File: src/rtl/mips_lsu_pkg.sv
// mips_lsu_pkg: shared definitions for the load/store unit.
//   lsu_state_t  - controller states
//   lsu_size_t   - access size encoding (SZ_BYTE/SZ_HALF/SZ_WORD, 11 reserved = word)
//   byteLane / halfLane / laneMask / isMisaligned - little-endian lane helpers
`timescale 1ns/1ps
package mips_lsu_pkg;

   typedef enum logic [2:0] {
      IDLE,
      RD_ISSUE,
      RD_DATA,
      WR_ISSUE,
      RESP
   } lsu_state_t;

   typedef logic [1:0] lsu_size_t;

   localparam lsu_size_t SZ_BYTE = 2'b00;
   localparam lsu_size_t SZ_HALF = 2'b01;
   localparam lsu_size_t SZ_WORD = 2'b10;

   // Both 10 and the reserved 11 encoding behave as a full word.
   function automatic logic isWordSize(input lsu_size_t size);
      return size[1];
   endfunction

   // Lane shift in bits: byte k at 8k, half h at 16h, word at 0.
   function automatic logic [4:0] laneShift(input lsu_size_t size, input logic [1:0] offset);
      if (isWordSize(size))    return 5'd0;
      else if (size == SZ_HALF) return {offset[1], 4'b0000};
      else                      return {offset, 3'b000};
   endfunction

   function automatic logic [31:0] laneMask(input lsu_size_t size, input logic [1:0] offset);
      if (isWordSize(size))    return '1;
      else if (size == SZ_HALF) return 32'h0000_FFFF << laneShift(size, offset);
      else                      return 32'h0000_00FF << laneShift(size, offset);
   endfunction

   function automatic logic [7:0] byteLane(input logic [31:0] word, input logic [1:0] k);
      logic [31:0] sh;
      sh = word >> {k, 3'b000};
      return sh[7:0];
   endfunction

   function automatic logic [15:0] halfLane(input logic [31:0] word, input logic h);
      logic [31:0] sh;
      sh = word >> {h, 4'b0000};
      return sh[15:0];
   endfunction

   function automatic logic isMisaligned(input lsu_size_t size, input logic [1:0] offset);
      if (isWordSize(size))    return offset != 2'b00;
      else if (size == SZ_HALF) return offset[0];
      else                      return 1'b0;
   endfunction

endpackage

File: src/rtl/mips_load_store_unit_if.sv
// mips_load_store_unit_if: request/response handshake between the memory stage
// (master) and the load/store unit (slave).
//   Req*  : valid/ready request channel (write, size, unsigned, byte address, store data)
//   Resp* : valid/ready response channel (extended load data, misalignment error)
`timescale 1ns/1ps
interface mips_load_store_unit_if;
   import mips_lsu_pkg::*;

   logic        ReqValid;
   logic        ReqReady;
   logic        ReqWrite;
   lsu_size_t   ReqSize;
   logic        ReqUnsigned;
   logic [31:0] ReqAddr;
   logic [31:0] ReqWData;
   logic        RespValid;
   logic        RespReady;
   logic [31:0] RespData;
   logic        RespError;

   modport master (
      output ReqValid, ReqWrite, ReqSize, ReqUnsigned, ReqAddr, ReqWData, RespReady,
      input  ReqReady, RespValid, RespData, RespError
   );

   modport slave (
      input  ReqValid, ReqWrite, ReqSize, ReqUnsigned, ReqAddr, ReqWData, RespReady,
      output ReqReady, RespValid, RespData, RespError
   );

endinterface

File: src/rtl/mips_lsu_lane_fmt.sv
// mips_lsu_lane_fmt: combinational lane formatting for the load/store unit.
//   ReadData  in  word read from memory
//   WData     in  right-justified store data
//   Offset    in  byte address bits [1:0]
//   Size      in  access size
//   Unsigned  in  1 = zero-extend loads
//   LoadData  out selected lane, sign/zero extended
//   MergeData out ReadData with the store lane replaced (WData for words)
`timescale 1ns/1ps
module mips_lsu_lane_fmt
   import mips_lsu_pkg::*;
(
   input  logic [31:0] ReadData,
   input  logic [31:0] WData,
   input  logic [1:0]  Offset,
   input  lsu_size_t   Size,
   input  logic        Unsigned,
   output logic [31:0] LoadData,
   output logic [31:0] MergeData
);

   logic [7:0]  byteVal;
   logic [15:0] halfVal;
   logic [31:0] mask;

   always_comb begin
      byteVal = byteLane(ReadData, Offset);
      halfVal = halfLane(ReadData, Offset[1]);
      mask    = laneMask(Size, Offset);

      if (isWordSize(Size))
         LoadData = ReadData;
      else if (Size == SZ_HALF)
         LoadData = {{16{~Unsigned & halfVal[15]}}, halfVal};
      else
         LoadData = {{24{~Unsigned & byteVal[7]}}, byteVal};

      // Upper bits of WData beyond the access size are dropped by the mask.
      MergeData = (ReadData & ~mask) | ((WData << laneShift(Size, Offset)) & mask);
   end

endmodule

File: src/rtl/mips_load_store_unit.sv
// mips_load_store_unit: sole master of the word-wide data memory for the core's
// memory stage. One request in flight; sub-word stores are read-modify-write.
//   Clk, Rst_n          clock, asynchronous active-low reset
//   lsu (slave modport) request/response valid/ready handshake
//   MemWrite, MemRead   one-cycle memory strobes, never together
//   Adress              word index (ReqAddr[31:2] modulo MemSize)
//   WriteData           store word to memory
//   ReadData            memory read data, valid the cycle after MemRead
// Build option: LSU_MISALIGN_TRAP_EN - misaligned half/word requests return
// RespError=1 without touching memory; otherwise low address bits are ignored.
`timescale 1ns/1ps
module mips_load_store_unit
   import mips_lsu_pkg::*;
#(
   parameter int unsigned MemSize = 4096
) (
   input  logic                   Clk,
   input  logic                   Rst_n,
   mips_load_store_unit_if.slave  lsu,
   output logic                   MemWrite,
   output logic                   MemRead,
   output logic [31:0]            Adress,
   output logic [31:0]            WriteData,
   input  logic [31:0]            ReadData
);

   localparam logic [29:0] IdxMask = 30'(MemSize - 1);

   lsu_state_t  state;
   logic        reqWrite;
   lsu_size_t   reqSize;
   logic        reqUnsigned;
   logic [1:0]  reqOffset;
   logic [31:0] reqWData;

   logic [31:0] loadData;
   logic [31:0] mergeData;
   logic        trapReq;

`ifdef LSU_MISALIGN_TRAP_EN
   assign trapReq = isMisaligned(lsu.ReqSize, lsu.ReqAddr[1:0]);
`else
   assign trapReq = 1'b0;
`endif

   mips_lsu_lane_fmt uLaneFmt (
      .ReadData  (ReadData),
      .WData     (reqWData),
      .Offset    (reqOffset),
      .Size      (reqSize),
      .Unsigned  (reqUnsigned),
      .LoadData  (loadData),
      .MergeData (mergeData)
   );

   always_ff @(posedge Clk or negedge Rst_n) begin
      if (!Rst_n) begin
         state         <= IDLE;
         reqWrite      <= 1'b0;
         reqSize       <= SZ_BYTE;
         reqUnsigned   <= 1'b0;
         reqOffset     <= '0;
         reqWData      <= '0;
         lsu.ReqReady  <= 1'b0;
         lsu.RespValid <= 1'b0;
         lsu.RespData  <= '0;
         lsu.RespError <= 1'b0;
         MemWrite      <= 1'b0;
         MemRead       <= 1'b0;
         Adress        <= '0;
         WriteData     <= '0;
      end else begin
         case (state)
            IDLE: begin
               lsu.ReqReady <= 1'b1;
               if (lsu.ReqValid && lsu.ReqReady) begin
                  lsu.ReqReady  <= 1'b0;
                  reqWrite      <= lsu.ReqWrite;
                  reqSize       <= lsu.ReqSize;
                  reqUnsigned   <= lsu.ReqUnsigned;
                  reqOffset     <= lsu.ReqAddr[1:0];
                  reqWData      <= lsu.ReqWData;
                  Adress        <= {2'b00, lsu.ReqAddr[31:2] & IdxMask};
                  lsu.RespData  <= '0;
                  lsu.RespError <= 1'b0;
                  if (trapReq) begin
                     lsu.RespValid <= 1'b1;
                     lsu.RespError <= 1'b1;
                     state         <= RESP;
                  end else if (lsu.ReqWrite && isWordSize(lsu.ReqSize)) begin
                     MemWrite  <= 1'b1;
                     WriteData <= lsu.ReqWData;
                     state     <= WR_ISSUE;
                  end else begin
                     MemRead <= 1'b1;
                     state   <= RD_ISSUE;
                  end
               end
            end
            RD_ISSUE: begin
               MemRead <= 1'b0;
               state   <= RD_DATA;
            end
            RD_DATA: begin
               // ReadData is valid here: either finish the load or merge the store lane.
               if (reqWrite) begin
                  MemWrite  <= 1'b1;
                  WriteData <= mergeData;
                  state     <= WR_ISSUE;
               end else begin
                  lsu.RespValid <= 1'b1;
                  lsu.RespData  <= loadData;
                  state         <= RESP;
               end
            end
            WR_ISSUE: begin
               MemWrite      <= 1'b0;
               lsu.RespValid <= 1'b1;
               lsu.RespData  <= '0;
               state         <= RESP;
            end
            RESP: begin
               if (lsu.RespReady) begin
                  lsu.RespValid <= 1'b0;
                  lsu.ReqReady  <= 1'b1;
                  state         <= IDLE;
               end
            end
            default: state <= IDLE;
         endcase
      end
   end

endmodule

File: src/flat_wrapper.sv
// flat-port wrapper written by rule: the top's interface ports become plain ports
module mips_load_store_unit_flat import mips_lsu_pkg::*;
#(
   parameter int unsigned MemSize = 4096
)
  (Clk, Rst_n, MemWrite, MemRead, Adress, WriteData, ReadData, lsu_ReqValid, lsu_ReqWrite, lsu_ReqSize, lsu_ReqUnsigned, lsu_ReqAddr, lsu_ReqWData, lsu_RespReady, lsu_ReqReady, lsu_RespValid, lsu_RespData, lsu_RespError);
  mips_load_store_unit_if lsu_i ();
  input  logic Clk;
  input  logic Rst_n;
  output logic MemWrite;
  output logic MemRead;
  output logic [31:0] Adress;
  output logic [31:0] WriteData;
  input  logic [31:0] ReadData;
  input wire logic [$bits(lsu_i.ReqValid)-1:0] lsu_ReqValid;
  input wire logic [$bits(lsu_i.ReqWrite)-1:0] lsu_ReqWrite;
  input wire logic [$bits(lsu_i.ReqSize)-1:0] lsu_ReqSize;
  input wire logic [$bits(lsu_i.ReqUnsigned)-1:0] lsu_ReqUnsigned;
  input wire logic [$bits(lsu_i.ReqAddr)-1:0] lsu_ReqAddr;
  input wire logic [$bits(lsu_i.ReqWData)-1:0] lsu_ReqWData;
  input wire logic [$bits(lsu_i.RespReady)-1:0] lsu_RespReady;
  output wire logic [$bits(lsu_i.ReqReady)-1:0] lsu_ReqReady;
  output wire logic [$bits(lsu_i.RespValid)-1:0] lsu_RespValid;
  output wire logic [$bits(lsu_i.RespData)-1:0] lsu_RespData;
  output wire logic [$bits(lsu_i.RespError)-1:0] lsu_RespError;
  assign lsu_i.ReqValid = lsu_ReqValid;
  assign lsu_i.ReqWrite = lsu_ReqWrite;
  assign lsu_i.ReqSize = lsu_ReqSize;
  assign lsu_i.ReqUnsigned = lsu_ReqUnsigned;
  assign lsu_i.ReqAddr = lsu_ReqAddr;
  assign lsu_i.ReqWData = lsu_ReqWData;
  assign lsu_i.RespReady = lsu_RespReady;
  assign lsu_ReqReady = lsu_i.ReqReady;
  assign lsu_RespValid = lsu_i.RespValid;
  assign lsu_RespData = lsu_i.RespData;
  assign lsu_RespError = lsu_i.RespError;
  mips_load_store_unit #(.MemSize(MemSize)) u_core (.Clk(Clk), .Rst_n(Rst_n), .lsu(lsu_i), .MemWrite(MemWrite), .MemRead(MemRead), .Adress(Adress), .WriteData(WriteData), .ReadData(ReadData));
endmodule
File: config.mk
export PLATFORM = sky130hd
export DESIGN_NAME = mips_load_store_unit_flat
export DESIGN_NICKNAME = d
export VERILOG_FILES = /design/src/rtl/mips_lsu_pkg.sv /design/src/rtl/mips_load_store_unit_if.sv /design/src/rtl/mips_lsu_lane_fmt.sv /design/src/rtl/mips_load_store_unit.sv /design/src/flat_wrapper.sv
export SDC_FILE = /design/constraint.sdc
export NUM_CORES = 1
export LEC_CHECK = 0
export CORE_MARGIN = 1.5
export CORE_UTILIZATION = 44
export CTS_BUF_LIST = sky130_fd_sc_hd__clkbuf_8
export DETAILED_ROUTE_END_ITERATION = 10
export PLACE_DENSITY_LB_ADDON = 0.12
export SYNTH_ARGS = -nofsm -noshare
export SYNTH_HDL_FRONTEND = slang
export SYNTH_SLANG_ARGS = --single-unit
export TNS_END_PERCENT = 20
File: constraint.sdc
create_clock -name Clk -period 1.85 [get_ports Clk]
set_clock_uncertainty 0.2 [all_clocks]
set_input_delay 0.4625 -clock Clk [delete_from_list [all_inputs] [get_ports Clk]]
set_output_delay 0.4625 -clock Clk [all_outputs]
set_load 0.05 [all_outputs]
==> run_1/metal_stack.png <==
Two of the layers only.
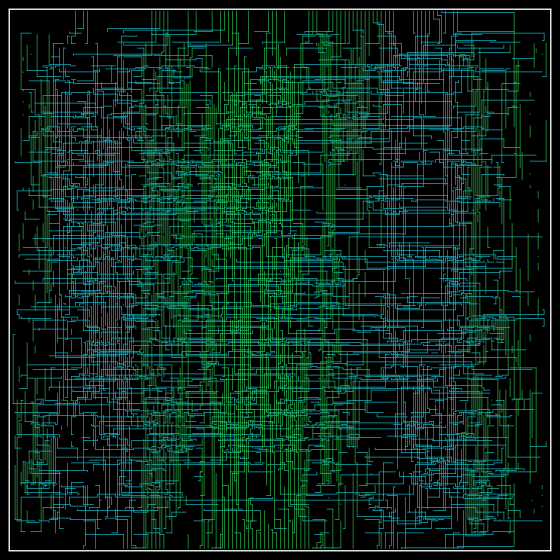
met1: drawn in cyan, wire length 9,940 µm. met2: drawn in green, wire length 12,500 µm.

==> run_1/gate_families.png <==
Bar = 20 µm.
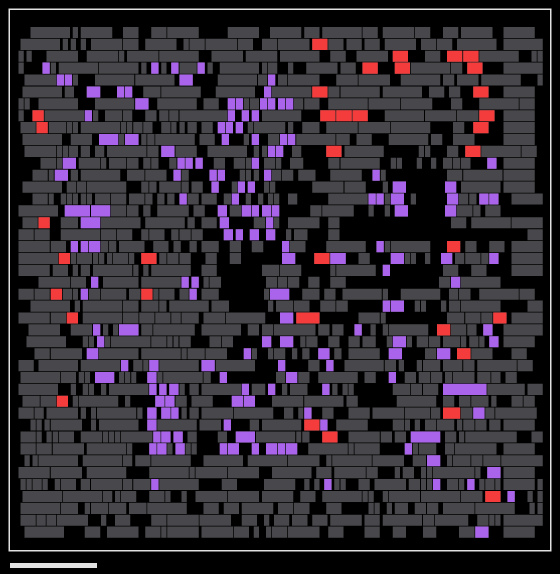
AND-OR and OR-AND gates: drawn in red, cells 35, most used a221o_1, where all over the die. inverting AOI/OAI gates: drawn in purple, cells 163, most used o21ai_0, where all over the die.

==> impl_table.tex, run 1 <==
% Generated from flow reports
\begin{tabular}{lr}
\hline
Metric & Value \\
\hline
\multicolumn{2}{l}{\textbf{Final timing}} \\
FMAX & 0.496 GHz \\
Final-report hold violation count & 0 \\
Setup slack after layout & -0.165 ns \\
Setup violators final & 100 \\
\multicolumn{2}{l}{\textbf{Worst setup path}} \\
CP Launch Type & flop \\
Count of cells along the worst register-to-register path & 7 \\
Worst r2r src & u\_core.state[2] \\
R2R Path End & u\_core.WriteData[12] \\
Worst Path Class, Setup & flop to flop \\
Crit path largest cell delay & 0.45 ns \\
Crit path max-delay cell type & sky130\_fd\_sc\_hd\_\_dfrtp\_2 \\
\multicolumn{2}{l}{\textbf{Global routing}} \\
Routing usage on met2 & 54.3\% \\
Met1 Resource Use GR & 42.1\% \\
Most crowded layer after global routing & met2 \\
Met3 track demand over resource in global routing & 8.03\% \\
\multicolumn{2}{l}{\textbf{Cells and area}} \\
Logic share of the area & 31.2\% \\
Share of final-layout standard cells stronger than drive strength 1 & 33.7\% \\
Net count reported at finish & 1,094 \\
Dominant kind of cell & non-clock buffers \\
Repair and plain buffers & 296 \\
Inverter tally of the final layout excluding the clock network & 10 \\
Total area of multi-input combinational cells & 3380 µm² \\
Layout clock buffers & 18 \\
\multicolumn{2}{l}{\textbf{Synth}} \\
Number of flops mapped to enable cells by yosys & 0 \\
Mean instance size in the synthesized netlist & 8.72 µm² \\
Proportion of synthesized area in mux cells & 2.84\% \\
Library cell with the highest instance count after synthesis & sky130\_fd\_sc\_hd\_\_nand2\_1 \\
Syn Inst Count & 732 \\
\multicolumn{2}{l}{\textbf{Power and ir drop}} \\
Proportion of total power due to net switching & 46.9\% \\
Total combinational power & 15,300 µW \\
Internal power consumption & 12,200 µW \\
Final Total Pwr & 22,900 µW \\
\multicolumn{2}{l}{\textbf{Run status}} \\
Failing checks & setup timing \\
Run status & finished with violations \\
\multicolumn{2}{l}{\textbf{Detailed routing}} \\
Routed Antenna Nets & 0 \\
Wl on met1 & 9.94 mm \\
\multicolumn{2}{l}{\textbf{Flow run}} \\
Tool warnings & 47 \\
Max-cap violations & 0 \\
\multicolumn{2}{l}{\textbf{Floorplanning}} \\
FP Core Util & 45.5\% \\
Inserted tap cell count & 180 \\
\multicolumn{2}{l}{\textbf{Place}} \\
Placed instance count & 1,128 \\
\hline
\end{tabular}
==> run_1/final_clocks.png <==
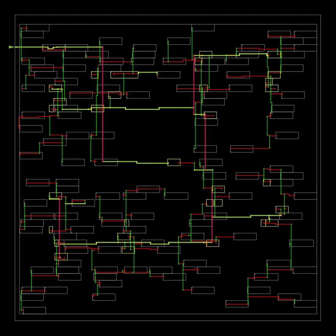
CTS Buf Count: 17
clk ins delay skew pair: 0.46 ns
TritonCTS Sinks: 121
clock network power consumption: 2210 µW
final sequential cell count: 121

--- run 2 (diff from run 1) ---
--- a/config.mk
+++ b/config.mk
@@ -10,6 +10,7 @@
 export CTS_BUF_LIST = sky130_fd_sc_hd__clkbuf_8
 export DETAILED_ROUTE_END_ITERATION = 10
 export PLACE_DENSITY_LB_ADDON = 0.12
+export REMOVE_ABC_BUFFERS = 1
 export SYNTH_ARGS = -nofsm -noshare
 export SYNTH_HDL_FRONTEND = slang
 export SYNTH_SLANG_ARGS = --single-unit
==> impl_table.tex, run 2 <==
% Generated from flow reports
\begin{tabular}{lr}
\hline
Metric & Value \\
\hline
\multicolumn{2}{l}{\textbf{Clocking}} \\
TritonCTS clock tree & built \\
Hold bufs inserted after CTS & 1 \\
CTS Buf Count & 17 \\
Clk ins delay skew pair & 0.45 ns \\
TritonCTS Sinks & 121 \\
\multicolumn{2}{l}{\textbf{Power and ir drop}} \\
Final Total Pwr & 23,400 µW \\
Total combinational power & 15,100 µW \\
Clock network power consumption & 2830 µW \\
P\_sw & 10,800 µW \\
Worst VDD drop & 1.38 mV \\
Part of the total power dissipated in combinational logic & 64.3\% \\
Proportion of total power due to net switching & 46.0\% \\
Internal power consumption & 12,600 µW \\
\multicolumn{2}{l}{\textbf{Detailed routing}} \\
Initial DRT Pass Iterations & 6 \\
DRC violation count after routing & 0 \\
Routed Antenna Nets & 0 \\
Wl on met1 & 10.1 mm \\
Top routing layer used & met4 \\
\multicolumn{2}{l}{\textbf{Worst setup path}} \\
Worst r2r src & u\_core.lsu.ReqReady \\
CP Launch Type & flop \\
Critical Path Source & u\_core.lsu.ReqReady \\
Crit path largest cell delay & 0.47 ns \\
R2R Path End & u\_core.WriteData[25] \\
Worst Path Class, Setup & flop to flop \\
Buffers plus inverters on the worst setup path & 1 \\
Count of cells along the worst register-to-register path & 6 \\
Crit path max-delay cell type & sky130\_fd\_sc\_hd\_\_a2111oi\_4 \\
\multicolumn{2}{l}{\textbf{Place}} \\
Post-place instance area & 9640 µm² \\
Placed instance count & 1,123 \\
Placer congestion estimate & 0.948 \\
\multicolumn{2}{l}{\textbf{Global routing}} \\
Met3 track demand over resource in global routing & 8.44\% \\
Maximum number of pins on one net before global-route repair & 29 \\
Routing usage on met2 & 53.0\% \\
Most crowded layer after global routing & met2 \\
Met1 Resource Use GR & 44.2\% \\
Via count of the first global-routing pass & 6,728 \\
Global-route wire length before repair & 37.2 mm \\
\multicolumn{2}{l}{\textbf{Synth}} \\
Area share of xor/xnor cells in the synthesized design & 0\% \\
Number of flops mapped to enable cells by yosys & 0 \\
Proportion of synthesized area in mux cells & 2.84\% \\
Post-synthesis share of cell area spent on and, or, nand and nor gates & 22.1\% \\
Area of the mapped netlist & 6380 µm² \\
Cell taking the most area after synthesis & sky130\_fd\_sc\_hd\_\_dfrtp\_1 \\
Most numerous cell types in the synthesized netlist & sky130\_fd\_sc\_hd\_\_nand2\_1 (181), sky130\_fd\_sc\_hd\_\_dfrtp\_1 (121), sky130\_fd\_sc\_hd\_\_o21ai\_0 (61) \\
Fraction of the mapped netlist area in adder cells & 0\% \\
Synth unique cells & 53 \\
Mean instance size in the synthesized netlist & 8.72 µm² \\
Library cell with the highest instance count after synthesis & sky130\_fd\_sc\_hd\_\_nand2\_1 \\
Area fraction of the dominant cell type after synthesis & 47.4\% \\
Yosys Warn Count & 0 \\
Syn Inst Count & 732 \\
\multicolumn{2}{l}{\textbf{Flow run}} \\
Tool warnings & 45 \\
Max-cap violations & 0 \\
\multicolumn{2}{l}{\textbf{Cells and area}} \\
Share of final-layout standard cells stronger than drive strength 1 & 33.1\% \\
Final non-filler cell area & 10,900 µm² \\
Largest regs & u\_core.WriteData x32, u\_core.lsu.RespData x32, u\_core.reqWData x32 \\
Area added between synthesis and finish & 70.1\% \\
Repair and plain buffers & 289 \\
Final sequential cell count & 121 \\
Total area of multi-input combinational cells & 3320 µm² \\
Layout clock buffers & 20 \\
Dominant kind of cell & non-clock buffers \\
Net count reported at finish & 1,087 \\
Inverter tally of the final layout excluding the clock network & 10 \\
\multicolumn{2}{l}{\textbf{Floorplanning}} \\
Count of boundary I/O pins & 205 \\
Horizontal die size & 123 µm \\
Inserted tap cell count & 180 \\
FP Core Util & 45.5\% \\
\multicolumn{2}{l}{\textbf{Final timing}} \\
FMAX & 0.497 GHz \\
Setup violators final & 105 \\
Setup slack after layout & -0.160 ns \\
Final-report hold violation count & 0 \\
\multicolumn{2}{l}{\textbf{Min path}} \\
Endpoint of the worst hold-timing path & u\_core.reqWrite \\
\multicolumn{2}{l}{\textbf{Run status}} \\
Run status & finished with violations \\
Failing checks & setup timing \\
\hline
\end{tabular}
==> run_2/metal_stack.png <==
Two of the layers only.
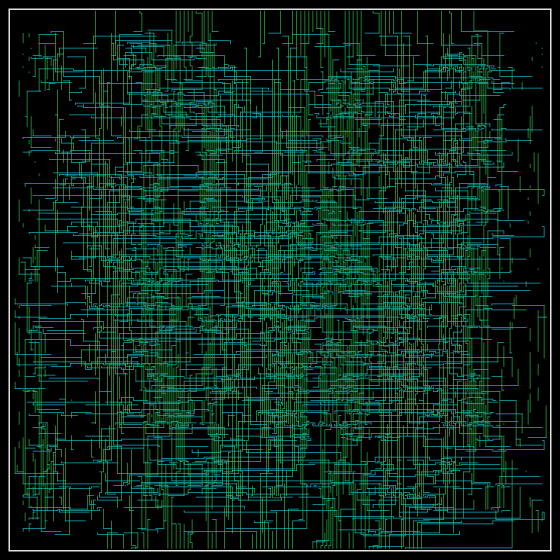
met1: drawn in cyan, wire length 10,100 µm. met2: drawn in green, wire length 12,100 µm.
total routing usage reported by global routing: 33.1%
WL/cell: 21.9 µm
total detailed-routing wirelength: 25.7 mm
Via Count: 6,981

==> run_2/pins.png <==
Pins as bars across the die edge, other pins in grey.
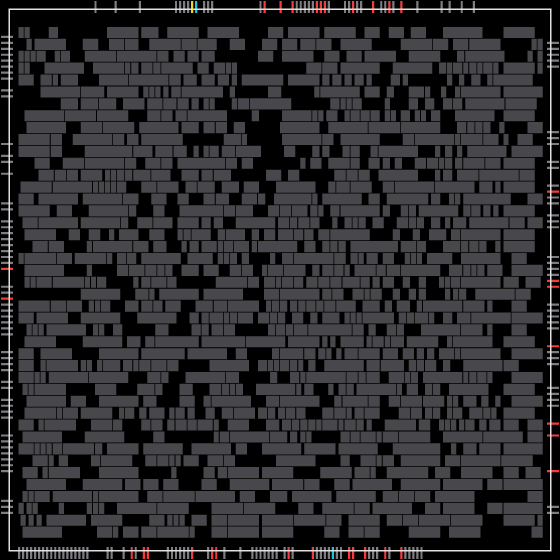
lsu_ReqValid: drawn in yellow, pins 1, direction input, edge north. lsu_ReqSize: drawn in cyan, pins 2, direction input, edge 1 south, 1 north. ReadData: drawn in red, pins 32, direction input, edge 13 south, 10 north, 7 east, 2 west.

==> run_2/gate_families.png <==
Bar = 20 µm.
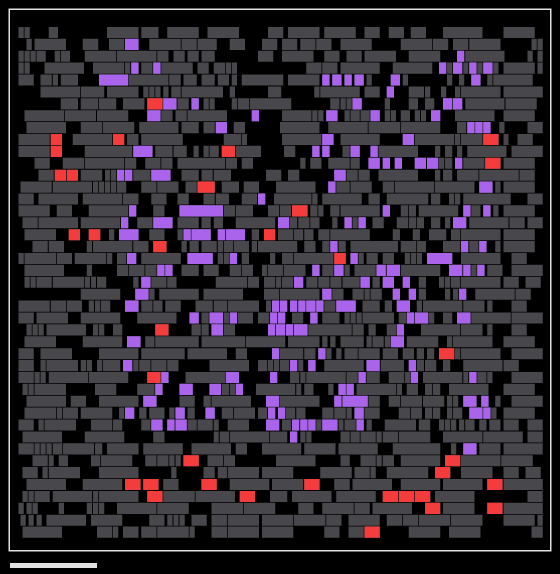
inverting AOI/OAI gates: drawn in purple, cells 163, most used o21ai_0. AND-OR and OR-AND gates: drawn in red, cells 35, most used a221o_1, where all over the die.
logic share of the area: 30.5%
number of standard cells in the layout, taps in and fillers out: 1,176
leading cell type in the layout, fill and taps excluded: sky130_fd_sc_hd__nand2_1

--- run 3 (diff from run 2) ---
--- a/config.mk
+++ b/config.mk
@@ -6,12 +6,14 @@
 export NUM_CORES = 1
 export LEC_CHECK = 0
 export CORE_MARGIN = 1.5
-export CORE_UTILIZATION = 44
+export CORE_UTILIZATION = 43
 export CTS_BUF_LIST = sky130_fd_sc_hd__clkbuf_8
 export DETAILED_ROUTE_END_ITERATION = 10
 export PLACE_DENSITY_LB_ADDON = 0.12
 export REMOVE_ABC_BUFFERS = 1
+export SKIP_CTS_REPAIR_TIMING = 1
 export SYNTH_ARGS = -nofsm -noshare
 export SYNTH_HDL_FRONTEND = slang
+export SYNTH_HIERARCHICAL = 1
 export SYNTH_SLANG_ARGS = --single-unit
 export TNS_END_PERCENT = 20
==> impl_table.tex, run 3 <==
% Generated from flow reports
\begin{tabular}{lr}
\hline
Metric & Value \\
\hline
\multicolumn{2}{l}{\textbf{Global routing}} \\
Maximum number of pins on one net before global-route repair & 65 \\
Global-route wire length before repair & 29.3 mm \\
Total routing usage reported by global routing & 25.5\% \\
Met3 track demand over resource in global routing & 6.64\% \\
\multicolumn{2}{l}{\textbf{Power and ir drop}} \\
Total combinational power & 14,300 µW \\
Worst VDD drop & 1.31 mV \\
Part of the total power dissipated in combinational logic & 64.3\% \\
\multicolumn{2}{l}{\textbf{Worst setup path}} \\
CP Launch Type & flop \\
Buffers plus inverters on the worst setup path & 2 \\
Crit path largest cell delay & 0.46 ns \\
Worst r2r src & u\_core/state[1] \\
\multicolumn{2}{l}{\textbf{Cells and area}} \\
Total area of multi-input combinational cells & 3140 µm² \\
Largest regs & u\_core/WriteData x32, u\_core/lsu.RespData x32, u\_core/reqWData x32 \\
Area added between synthesis and finish & 63.7\% \\
Share of final-layout standard cells stronger than drive strength 1 & 37.3\% \\
Dominant kind of cell & non-clock buffers \\
Layout clock buffers & 17 \\
Inverter tally of the final layout excluding the clock network & 10 \\
\multicolumn{2}{l}{\textbf{Synth}} \\
Proportion of synthesized area in mux cells & 19.6\% \\
Area fraction of the dominant cell type after synthesis & 48.1\% \\
Area of the mapped netlist & 6290 µm² \\
Yosys Warn Count & 6 \\
Most numerous cell types in the synthesized netlist & sky130\_fd\_sc\_hd\_\_dfrtp\_1 (121), sky130\_fd\_sc\_hd\_\_nand2\_1 (68), sky130\_fd\_sc\_hd\_\_mux2i\_1 (57) \\
Syn Inst Count & 600 \\
Synth unique cells & 40 \\
\multicolumn{2}{l}{\textbf{Detailed routing}} \\
Via Count & 5,603 \\
Total detailed-routing wirelength & 21.4 mm \\
Initial DRT Pass Iterations & 5 \\
WL/cell & 20.9 µm \\
\multicolumn{2}{l}{\textbf{Run status}} \\
Failing checks & setup timing \\
Run status & finished with violations \\
\multicolumn{2}{l}{\textbf{Final timing}} \\
Setup slack after layout & -0.126 ns \\
Setup violators final & 94 \\
\multicolumn{2}{l}{\textbf{Floorplanning}} \\
Inserted tap cell count & 184 \\
Count of boundary I/O pins & 205 \\
\multicolumn{2}{l}{\textbf{Place}} \\
Placer congestion estimate & 0.877 \\
\hline
\end{tabular}
==> run_3/metal_stack.png <==
Two of the layers only.
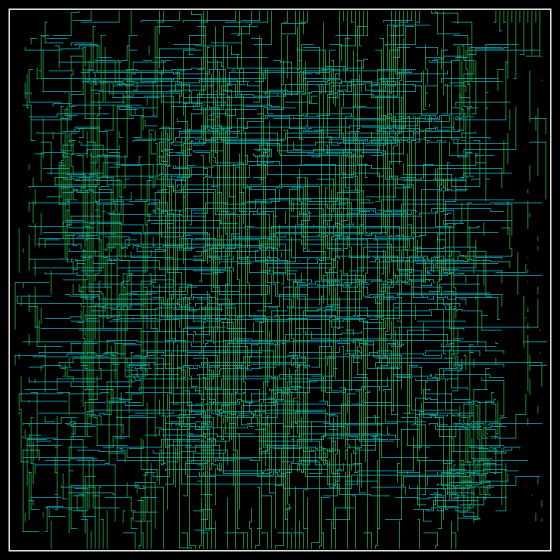
met2: drawn in green, wire length 10,600 µm. met1: drawn in cyan, wire length 9,050 µm.

==> run_3/pins.png <==
Pins as bars across the die edge, other pins in grey.
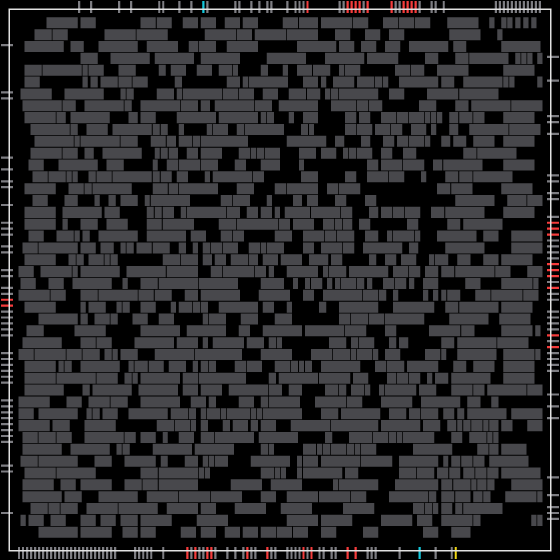
lsu_ReqSize: drawn in cyan, pins 2, direction input, edge 1 north, 1 south. ReadData: drawn in red, pins 32, direction input, edge 11 north, 10 south, 9 east, 2 west. lsu_ReqValid: drawn in yellow, pins 1, direction input, edge south.

==> run_3/gate_families.png <==
Bar = 20 µm.
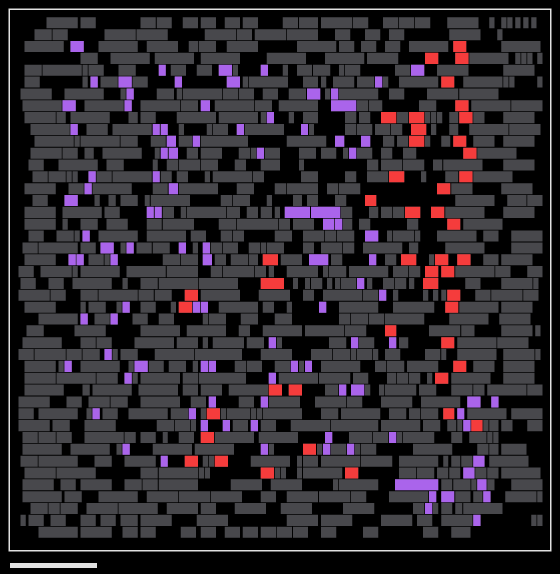
inverting AOI/OAI gates: drawn in purple, cells 103, most used a21oi_1, where all over the die. AND-OR and OR-AND gates: drawn in red, cells 46, most used a22o_1.

Power and IR drop assume default switching activity.
